==> config.mk <==
export PLATFORM = sky130hd
export DESIGN_NAME = serial_ripple_adder
export DESIGN_NICKNAME = d
export VERILOG_FILES = /design/src/rtl/serial_ripple_adder.sv
export SDC_FILE = /design/constraint.sdc
export NUM_CORES = 1
export LEC_CHECK = 0
export ABC_CLOCK_PERIOD_IN_PS = 1200
export CAP_MARGIN = 30
export CORE_MARGIN = 8
export CORE_UTILIZATION = 43
export CTS_BUF_LIST = sky130_fd_sc_hd__clkbuf_16
export CTS_CLUSTER_SIZE = 24
export DETAILED_ROUTE_END_ITERATION = 8
export GPL_TIMING_DRIVEN = 0
export PLACE_DENSITY = 0.74
export SLEW_MARGIN = 20
export SYNTH_ARGS = -nofsm -noshare
export SYNTH_HDL_FRONTEND = slang
export SYNTH_SLANG_ARGS = --single-unit
==> constraint.sdc <==
create_clock -name clk -period 1.2 [get_ports clk]
set_input_delay 0.18 -clock clk [delete_from_list [all_inputs] [get_ports clk]]
set_output_delay 0.18 -clock clk [all_outputs]
set_load 0.005 [all_outputs]
**The metal 1 layer**

Bar = 20 um.
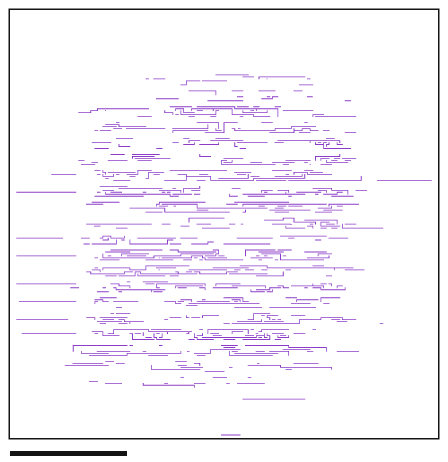
- main direction: horizontal
- nets with wire on the layer: 221
- longest straight run: 14.7 um
- wire length on this layer: 1670 um
- share of all routed wire: 40%
total wire length: 4220 um
GR Layer Usage met1: 0.174
number of vias after detailed routing: 1405

**Signal wires on met2**

Bar = 20 um. Cells faint in the background.
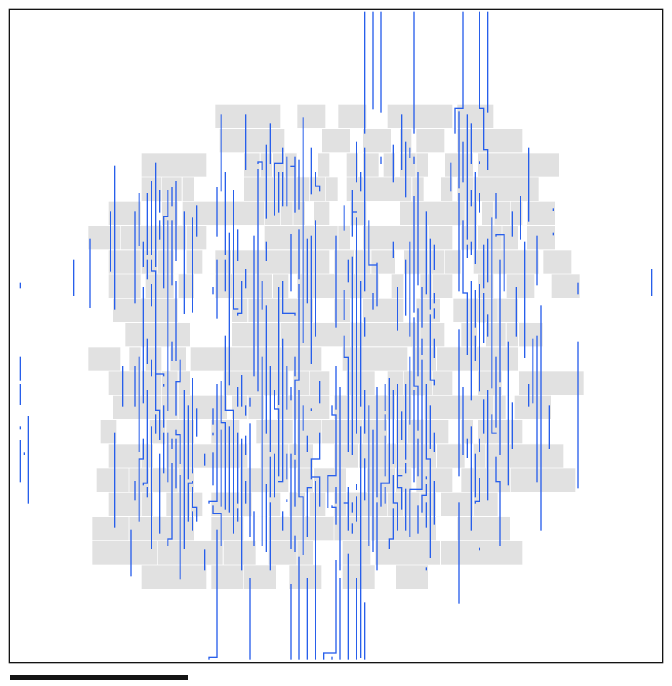
- nets with wire on the layer: 205
- main direction: vertical
- wire length on this layer: 2200 um
met2 usage: 0.260

**Met3 routing**

Bar = 20 um. Cells faint in the background.
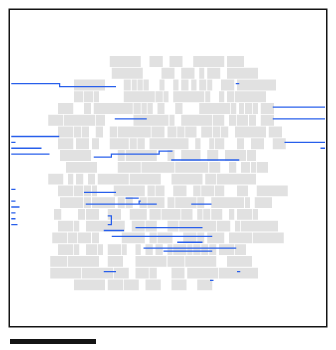
- share of all routed wire: 5.9%
- wire length on this layer: 250 um
- main direction: horizontal
- longest straight run: 23.0 um
met3 capacity usage during global routing: 0.0453

==> README.md <==
| Item | Reported |
| --- | --- |
| Synth warnings | 0 |
| Number of antenna violations at the first check in global routing | 0 |
| Count of pins on the block boundary | 34 |
| Most common library cell in the layout ignoring fill and taps | sky130_fd_sc_hd__dfxtp_1 |
| Number of nets still failing antenna checks after routing | 0 |
| Highest metal layer with signal wires | met4 |
| Portion of the clock cycle consumed by the worst path in the final layout | 1.04 |
| Number of synthesized flops with an enable pin | 0 |
| Post-route design area | 0.00213 mm^2 |
| Clock latency on the worst-skew pair | 0.28 ns |
| Residual overflow from global routing | 0 |
| Placeable core area | 0.00308 mm^2 |
| Total number of cells along the worst setup path | 4 |
| Signed area change from the synthesized netlist to the final layout | 51.8% |
| Cell-by-cell listing of the critical path | buf_6 > buf_8 > nor2_4 > buf_2 |
| Data arrival time of the critical path | 1.07 ns |
| Worst hold-check slack | 0.315 ns |
| Final setup violation count | 3 |
| Peak ir drop on the vdd network | 0.000844 V |
| Inserted Clock Buffers | 5 |
| Last weighted congestion value of the routability-driven placer | 0.785 |
| Setup repair after global routing missed its margin | true |
| Antenna diode count | 0 |
| Post-synthesis instance area | 0.00140 mm^2 |
| Violations in the final reports | setup timing |
| Number of design rule violations left after detail routing | 0 |
| Worst R2R Setup Slack | -0.03 ns |
| Root Buffer Master | sky130_fd_sc_hd__clkbuf_16 |
| Worst reg2reg path depth | 5 |
| Dominant non-sequential cell family after synthesis | AND-OR/OR-AND gates |
| Met3 WL | 250 um |
| Drt wl/cell | 16.3 um |
| Min setup slack post-route | -0.0504 ns |
| Level count of the clock H-tree | 2 |
| # Max-Cap Violations | 0 |
| Clock Path Buffers | 2 |
| Placed insts | 240 |
| Final Max-Slew Violation Tally | 0 |
| Total GRT Usage | 0.159 |
| Routed wl met2 | 2200 um |
| Tally of filler cells in the layout | 261 |
| Count of routing violations after the opening detailed-route iteration | 155 |
| Outcome | finished, violations left |
| Crit-path max cell delay | 0.35 ns |
| Cell Rows | 20 |
| Relative slew margins | 0.795 |
| Chip area estimate from yosys synthesis | 0.00140 mm^2 |
| Category of the most critical setup path | reg2out |
| Cell count after synthesis | 163 |
| Fin Clk Skew | 0.00366 ns |
| Final Net Count | 236 |
| Post-placement setup slack | -0.548 ns |
cell usage after synthesis (2+ instances only):
cell type                   instances  area share
sky130_fd_sc_hd__buf_4              3       0.016
sky130_fd_sc_hd__o22ai_1            6       0.027
sky130_fd_sc_hd__a32oi_1            2       0.012
sky130_fd_sc_hd__a21oi_1           25       0.089
sky130_fd_sc_hd__buf_2              2      0.0071
sky130_fd_sc_hd__dfxtp_1           33        0.47
sky130_fd_sc_hd__o2bb2ai_1          9       0.056
sky130_fd_sc_hd__a211oi_1           3       0.016
sky130_fd_sc_hd__nand3_1            3       0.011
sky130_fd_sc_hd__clkbuf_1           3      0.0080
sky130_fd_sc_hd__nand2_1           20       0.053
sky130_fd_sc_hd__nor2_1            16       0.043
sky130_fd_sc_hd__o21ai_0           16       0.057
sky130_fd_sc_hd__clkinv_1           2      0.0053
sky130_fd_sc_hd__buf_6              2       0.016
final cells by class:
| type | instances | area share |
|---|---|---|
| multi-input combinational | 116 | 0.351 |
| sequential | 33 | 0.316 |
| timing repair buffer | 45 | 0.196 |
| clock buffer | 5 | 0.0587 |
| buffer | 8 | 0.0352 |
| tap | 44 | 0.0258 |
| inverter | 4 | 0.0123 |
| clock inverter | 3 | 0.00528 |
power breakdown:
group	leakage, nW	switching (mW)	internal, mW	total (mW)
logic	0.497	0.199	0.222	0.421
clock network	0.0776	0.441	0.744	1.18
registers	0.274	0.0495	1.16	1.21
what timing repair did:
| action | 4_1_cts | 5_1_grt |
|---|---|---|
| resized | 52 | 26 |
| cloned | 0 | 1 |
| hold buffers | 0 | 0 |
| buffers inserted | 9 | 3 |
| setup endpoints to repair | 37 | 28 |
| pin swaps | 4 | 6 |
Power figures rest on the tool's default switching activity, not on a simulated workload.
